## src/rtl/cpu_pkg.sv

```systemverilog
// Shared CPU definitions for the branch/jump target path.
//   BT_WIDTH  : default address width
//   bt_mode_e : target generation mode encoding
package cpu_pkg;

    localparam int BT_WIDTH = 32;

    typedef enum logic [1:0] {
        BT_PCREL  = 2'b00,
        BT_REGREL = 2'b01,
        BT_JUMP   = 2'b10,
        BT_RSVD   = 2'b11
    } bt_mode_e;

endpackage

```

## src/rtl/bt_split_adder.sv

```systemverilog
// Pipelined adder with valid tracking, stall/flush and a side-band tag.
// STAGES=1: single registered add. STAGES=2: low half added in stage 1
// (sum_lo and carry registered with the upper operands), upper half plus
// carry added in stage 2. Both give bit-identical results.
// Ports:
//   clk, reset (async, active-low), stall, flush, in_valid
//   a, b       : operands (a unsigned address, b signed offset)
//   tag_in     : side-band bits carried with each entry
//   out_valid, sum, wrap (carry/borrow out of WIDTH bits), tag_out
module bt_split_adder #(
    parameter int WIDTH  = 32,
    parameter int STAGES = 1,
    parameter int TAG_W  = 1
) (
    input  logic             clk,
    input  logic             reset,
    input  logic             stall,
    input  logic             flush,
    input  logic             in_valid,
    input  logic [WIDTH-1:0] a,
    input  logic [WIDTH-1:0] b,
    input  logic [TAG_W-1:0] tag_in,
    output logic             out_valid,
    output logic [WIDTH-1:0] sum,
    output logic             wrap,
    output logic [TAG_W-1:0] tag_out
);

    logic advance;
    assign advance = !stall && !flush;

    generate
        if (STAGES == 1) begin : g_one
            logic             out_valid_q, out_valid_d;
            logic [WIDTH-1:0] sum_q, sum_d, sum_new;
            logic             wrap_q, wrap_d;
            logic [TAG_W-1:0] tag_q, tag_d;
            logic             carry;
            logic             load;

            always_comb begin
                {carry, sum_new} = {1'b0, a} + {1'b0, b};
                load        = advance && in_valid;
                out_valid_d = out_valid_q;
                if (flush)
                    out_valid_d = 1'b0;
                else if (!stall)
                    out_valid_d = in_valid;
                // A carry out with a positive offset, or no carry with a
                // negative one, means the target crossed 0 / 2^WIDTH.
                sum_d  = load ? sum_new : sum_q;
                wrap_d = load ? (carry ^ b[WIDTH-1]) : wrap_q;
                tag_d  = load ? tag_in : tag_q;
            end

            always_ff @(posedge clk or negedge reset) begin
                if (!reset) begin
                    out_valid_q <= 1'b0;
                    sum_q       <= '0;
                    wrap_q      <= 1'b0;
                    tag_q       <= '0;
                end else begin
                    out_valid_q <= out_valid_d;
                    sum_q       <= sum_d;
                    wrap_q      <= wrap_d;
                    tag_q       <= tag_d;
                end
            end

            assign out_valid = out_valid_q;
            assign sum       = sum_q;
            assign wrap      = wrap_q;
            assign tag_out   = tag_q;
        end else begin : g_two
            localparam int HALF = WIDTH / 2;
            localparam int HW   = WIDTH - HALF;
            localparam int HW1  = HW + 1;

            logic             v1_q, v1_d;
            logic [HALF-1:0]  lo_q, lo_d, lo_new;
            logic             c1_q, c1_d, c_lo;
            logic [HW-1:0]    a_hi_q, a_hi_d, b_hi_q, b_hi_d;
            logic [TAG_W-1:0] tag1_q, tag1_d;

            logic             out_valid_q, out_valid_d;
            logic [WIDTH-1:0] sum_q, sum_d;
            logic [HW-1:0]    hi_new;
            logic             c_hi;
            logic             wrap_q, wrap_d;
            logic [TAG_W-1:0] tag_q, tag_d;
            logic             load1, load2;

            always_comb begin
                {c_lo, lo_new} = {1'b0, a[HALF-1:0]} + {1'b0, b[HALF-1:0]};
                {c_hi, hi_new} = {1'b0, a_hi_q} + {1'b0, b_hi_q} + HW1'(c1_q);
                load1 = advance && in_valid;
                load2 = advance && v1_q;

                v1_d        = v1_q;
                out_valid_d = out_valid_q;
                if (flush) begin
                    v1_d        = 1'b0;
                    out_valid_d = 1'b0;
                end else if (!stall) begin
                    v1_d        = in_valid;
                    out_valid_d = v1_q;
                end

                lo_d   = load1 ? lo_new : lo_q;
                c1_d   = load1 ? c_lo : c1_q;
                a_hi_d = load1 ? a[WIDTH-1:HALF] : a_hi_q;
                b_hi_d = load1 ? b[WIDTH-1:HALF] : b_hi_q;
                tag1_d = load1 ? tag_in : tag1_q;

                sum_d  = load2 ? {hi_new, lo_q} : sum_q;
                wrap_d = load2 ? (c_hi ^ b_hi_q[HW-1]) : wrap_q;
                tag_d  = load2 ? tag1_q : tag_q;
            end

            always_ff @(posedge clk or negedge reset) begin
                if (!reset) begin
                    v1_q        <= 1'b0;
                    lo_q        <= '0;
                    c1_q        <= 1'b0;
                    a_hi_q      <= '0;
                    b_hi_q      <= '0;
                    tag1_q      <= '0;
                    out_valid_q <= 1'b0;
                    sum_q       <= '0;
                    wrap_q      <= 1'b0;
                    tag_q       <= '0;
                end else begin
                    v1_q        <= v1_d;
                    lo_q        <= lo_d;
                    c1_q        <= c1_d;
                    a_hi_q      <= a_hi_d;
                    b_hi_q      <= b_hi_d;
                    tag1_q      <= tag1_d;
                    out_valid_q <= out_valid_d;
                    sum_q       <= sum_d;
                    wrap_q      <= wrap_d;
                    tag_q       <= tag_d;
                end
            end

            assign out_valid = out_valid_q;
            assign sum       = sum_q;
            assign wrap      = wrap_q;
            assign tag_out   = tag_q;
        end
    endgenerate

endmodule

```

## src/rtl/branch_target_pipe.sv

```systemverilog
// Pipelined branch/jump target generator between ID and the IF PC mux.
// Selects operands per mode, assembles pseudo-absolute jumps, and feeds a
// 1- or 2-stage adder; flags are gated to zero while out_valid is low.
// Ports:
//   clk, reset (async, active-low)
//   in_valid, stall, flush
//   mode  : 00 PC-rel, 01 reg-rel, 10 jump, 11 reserved (acts as PC-rel)
//   pc, rs, imm : operands
//   out_valid, target, wrap, misalign, bad_mode
module branch_target_pipe
    import cpu_pkg::*;
#(
    parameter int WIDTH     = BT_WIDTH,
    parameter int IMM_SHIFT = 2,
    parameter int STAGES    = 1,
    parameter int ALIGN     = 2
) (
    input  logic             clk,
    input  logic             reset,
    input  logic             in_valid,
    input  logic             stall,
    input  logic             flush,
    input  logic [1:0]       mode,
    input  logic [WIDTH-1:0] pc,
    input  logic [WIDTH-1:0] rs,
    input  logic [WIDTH-1:0] imm,
    output logic             out_valid,
    output logic [WIDTH-1:0] target,
    output logic             wrap,
    output logic             misalign,
    output logic             bad_mode
);

    logic [WIDTH-1:0] op_a, op_b;
    logic             rsvd_in;
    logic             add_valid, add_wrap, add_rsvd;
    logic [WIDTH-1:0] add_sum;

    // Jumps go through the adder with b=0 so they share the pipeline timing
    // and naturally report wrap=0.
    always_comb begin
        op_a    = pc;
        op_b    = imm << IMM_SHIFT;
        rsvd_in = 1'b0;
        case (bt_mode_e'(mode))
            BT_REGREL: begin
                op_a = rs;
                op_b = imm;
            end
            BT_JUMP: begin
                op_a = {pc[WIDTH-1:WIDTH-4], imm[WIDTH-7:0], 2'b00};
                op_b = '0;
            end
            BT_RSVD: rsvd_in = 1'b1;
            default: ;
        endcase
    end

    bt_split_adder #(
        .WIDTH  (WIDTH),
        .STAGES (STAGES),
        .TAG_W  (1)
    ) u_adder (
        .clk       (clk),
        .reset     (reset),
        .stall     (stall),
        .flush     (flush),
        .in_valid  (in_valid),
        .a         (op_a),
        .b         (op_b),
        .tag_in    (rsvd_in),
        .out_valid (add_valid),
        .sum       (add_sum),
        .wrap      (add_wrap),
        .tag_out   (add_rsvd)
    );

    assign out_valid = add_valid;
    assign target    = add_sum;
    assign wrap      = add_valid & add_wrap;
    assign bad_mode  = add_valid & add_rsvd;
    assign misalign  = add_valid & (|add_sum[ALIGN-1:0]);

endmodule

```

## config.mk

```make
export PLATFORM = sky130hd
export DESIGN_NAME = branch_target_pipe
export DESIGN_NICKNAME = d
export VERILOG_FILES = /design/src/rtl/cpu_pkg.sv /design/src/rtl/bt_split_adder.sv /design/src/rtl/branch_target_pipe.sv
export SDC_FILE = /design/constraint.sdc
export NUM_CORES = 1
export LEC_CHECK = 0
export CAP_MARGIN = 20
export CORE_ASPECT_RATIO = 0.75
export CORE_UTILIZATION = 40
export CTS_CLUSTER_SIZE = 10
export DETAILED_ROUTE_END_ITERATION = 6
export DONT_BUFFER_PORTS = 1
export PLACE_DENSITY = 0.57
export SYNTH_ARGS = -nofsm -noshare
export SYNTH_HDL_FRONTEND = slang
export SYNTH_HIERARCHICAL = 1
export SYNTH_SLANG_ARGS = --single-unit
```

## constraint.sdc

```tcl
create_clock -name clk -period 1.8 [get_ports clk]
set_input_delay 0.45 -clock clk [delete_from_list [all_inputs] [get_ports clk]]
set_output_delay 0.45 -clock clk [all_outputs]
set_load 0.05 [all_outputs]
```

Fig. 1: power grid
Drawn at 3 px/um. Pins as bars on the die edge.
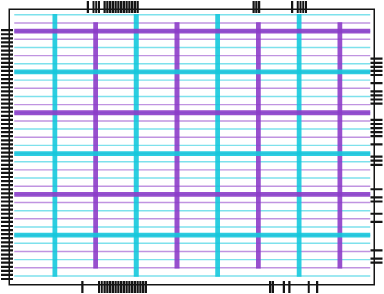
colour	net
purple	VDD
cyan	VSS
met1 rails	33
rows	32
met4 straps	8
met5 straps	6
signal pins	139

Fig. 2: clock wires, drivers and flops
Drawn at 4 px/um.
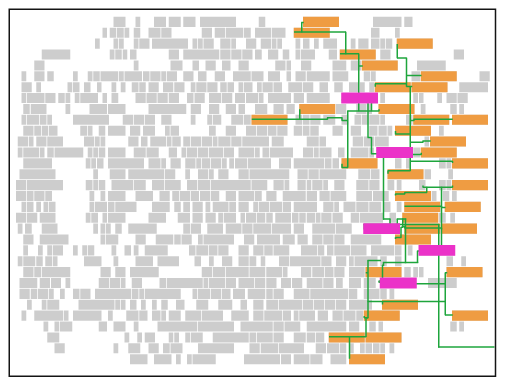
[magenta] cells driving clock nets | count: 5
[orange] flip-flops | count: 35
[green] clock wires | length: 473 um
routed clock nets	6

Fig. 3: close-up of the layout
Region (81, 59) to (101, 79) um. Cells in grey, sequential cells in the stronger grey; small squares are vias.
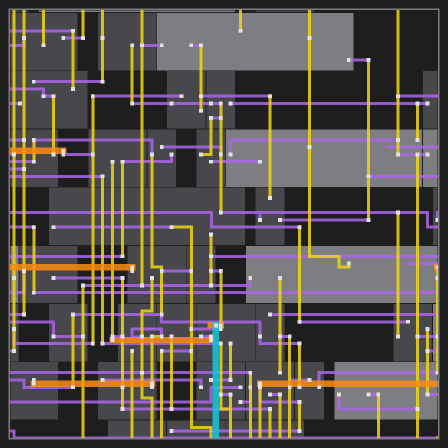
colour	layer
yellow	met2
orange	met3
cyan	met4
purple	met1
most frequent	nand2_1 (6), buf_4 (6), dfrtp_1 (4)
cells with their middle in the window	29
sequential cells in the window	4
netlist names of flops here include	u_adder/sum (3), u_adder/tag_out (1)

Fig. 4: routing congestion map
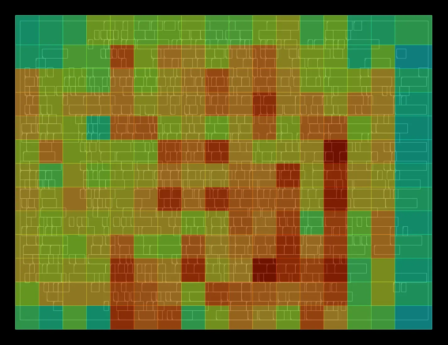
M3 GR Usage: 0.0503
layer with the highest usage: met1
drt wl/cell: 18.2 um
end-of-flow core utilization: 0.650
met2 Usage GRT: 0.410

Fig. 5: placement by cell class
Drawn at 4 px/um. Fill, decap, tap and diode cells in grey.
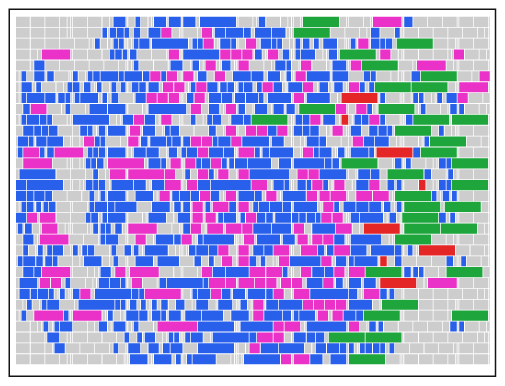
colour	class	cells	share of their area
blue	all other logic	530	59%
green	flip-flops	35	13%
magenta	other buffers and delay cells	173	25%
red	clock drivers and dummy loads	8	2.1%

==> qor.csv <==
stage,metric,value,unit
worst_setup_path,startpoint_type,input port,
grt,grtUsageMet1,0.428,
clock_tree,clock-sinks,35,
synth,ys_sh_aoi,0.326,
power,p_sw,2.85,mW
grt,grt_pass1_vias,4732,
placement,dp.cells,824,
final_timing,hold_ws,0.00473,ns
final_timing,fmax,0.359,GHz
placement,dp_slack,-1.39,ns
layout,logic_area,3850,um^2
routing,top_layer,met4,
synth,yosysMostFrequentCell,nand2_1,
worst_setup_path,cp.required,1.95,ns
clock_tree,clk_path_buf_depth,2,
worst_hold_path,min_path_type,input port to asynchronous set/reset pin,
worst_setup_path,end_kind,flop,
outcome,violations,negative setup slack,
synth,synth-main-ff-cell,dfrtp_1,
grt,grt-ovfl-total,0,
grt,grt_max_degree,54,
placement,dpl_cell_area,5220,um^2
final_timing,skew,0,ns
synth,numSynthFlops,35,
layout,final_common_cell,nand2_1,
synth,mux_area_frac,0.00470,
flow_run,drv_cap,0,
layout,seqCellArea,876,um^2
floorplanning,fp_util,0.412,
layout,flops,35,
synth,syn_inst,605,
clock_tree,cts-root-buf,clkbuf_16,
worst_setup_path,max_stage_delay,0.38,ns
layout,largestClassByArea,multi-input combinational cells,
final_timing,fin_crit_sh,1.55,
clock_tree,cts_setup_buffers,31,
routing,dr_wl_met3,1.28,mm
power,internal_power,3.09,mW
synth,yosys_cells,605,
final_timing,post-route-min-period,2.79,ns
power,powerDensity,885,nW/um^2
worst_setup_path,critical_path_class,input port to flop,
layout,fin_area,6710,um^2
worst_setup_path,crit_chain,"inv_8, ha_4, buf_6, o21ai_0, buf_4, ha_4, o211ai_2, o211ai_2, a31oi_4, o41ai_4, a21boi_1, xor2_1, o21ai_1",
clock_tree,cts_resized,132,
routing,drtIter0Drc,264,
grt,antenna_found_initial,0,
floorplanning,fp.dieW,121,um
placement,io_buffer_count,0,
final_timing,hold_viol_final,0,
routing,via_per_inst,5.63,
layout,seq_share,0.130,
final_timing,tns,-23.48,ns
floorplanning,chipArea,11100,um^2
layout,area_growth,57.5,%
synth,top_cell_area_share,0.206,
floorplanning,io_pins,139,
synth,top_cells_by_count,"nand2_1 (158), o21ai_0 (98), a21oi_1 (41)",
routing,first_pass_iters,4,
layout,drive_above_1_share,0.420,
synth,logic_family,AND-OR/OR-AND gates,
final_timing,setup_viol_count_final,31,
clock_tree,ctsHoldBuffers,1,
synth,synth-edff-count,0,
layout,nNonClkBuffers,173,
floorplanning,tapCellCount,136,
final_timing,worst_pin_slew,0.514,ns
floorplanning,fp-row-count,32,
routing,drt-total-wl,16.0,mm
worst_setup_path,worst-path-max-fanout,6,
synth,yosys.area.top_type,dfrtp_1,
synth,xor_area_frac,0.0514,
layout,final_nets,884,
synth,area_leaders,"dfrtp_1 (21%), nand2_1 (14%), o21ai_0 (12%), ha_1 (10%), a22oi_1 (4.9%)",
clock_tree,h-tree-depth,2,
synth,synth.cell_area,4260,um^2
synth,avgSynthCellArea,7.04,um^2
power,p_seq_frac,0.320,
layout,largest_reg_flops,32,
layout,logic_gates,522,
floorplanning,die_h,91.4,um
routing,postRouteAntennaNets,0,
final_timing,slew_violations,0,
final_timing,rsz0062_at_grt,yes,
outcome,status,"finished, violations left",
power,switching_share,0.480,
synth,fp_nets,744,
floorplanning,core,10300,um^2
synth,ys_types,54,
layout,nFillCells,875,
layout,inv_count,8,
worst_setup_path,path_delay_family,AND-OR/OR-AND gates,
power,peakVddDrop,0.000475,V
layout,sh_comb_area,0.573,
routing,met1_length,7.85,mm
layout,bufAreaShareNonClock,0.244,
grt,grt_usage,0.281,
synth,synth-async-reset-ratio,1.00,
layout,mostFrequentLayoutCells,"nand2_1 (147), buf_4 (128), o21ai_1 (45)",
clock_tree,cts_tree,built,
worst_setup_path,cp_slowest_cell,o41ai_4,
placement,place_hpwl,11.8,mm
power,power,5.94,mW
clock_tree,cts_buffers,5,
flow_run,warning_count,31,
synth,synth-seq-area-share,0.206,
synth,ys_chip_area,4260,um^2
synth,ys_sh_simple,0.231,
routing,drc,0,
worst_setup_path,arrival,2.93,ns
routing,vias,4969,
layout,diodes,0,
clock_tree,worstSkewPairLatency,0.28,ns
grt,grt_pass1_wl,24.6,mm
worst_setup_path,cp_num_buf_inv,3,
final_timing,fin_ws,-0.986,ns
clock_tree,path_clk_slew,0.05,ns
routing,wl_met2,6.62,mm
placement,gp_congestion,0.941,
power,clkPwrFrac,0.138,
layout,clk_share,0.0209,
synth,yosys_warnings,6,
layout,final_cells,882,
layout,num-clock-buffers,5,
power,p_leak,2.88,nW
final_timing,timing.slew.headroom,0.657,
==> power by group through the flow <==
stage	Sequential [mW]	Clock (mW)	Combinational [mW]
finish	1.90	0.819	3.22
global route	1.93	0.874	3.48
CTS	1.91	0.825	2.72
detailed placement	1.92	0	2.25
global placement	1.91	0	2.22
floorplan	1.90	0	1.36
==> final timing paths <==
path / startpoint / to / slack, ns / depth (start not counted)
max: mode[0] / u_adder/sum[22] / -0.99 / 13
min reg2reg: u_adder/tag_out / u_adder/tag_out / 0.47 / 2
max reg2reg: u_adder/sum[30] / u_adder/sum[30] / 0.71 / 2
max in group asynchronous: reset / u_adder/sum[17] / 1.62 / 1
min: reset / u_adder/sum[7] / 0.005 / 1
min in group clk: flush / u_adder/out_valid / 0.23 / 1
Power and IR drop assume default switching activity.
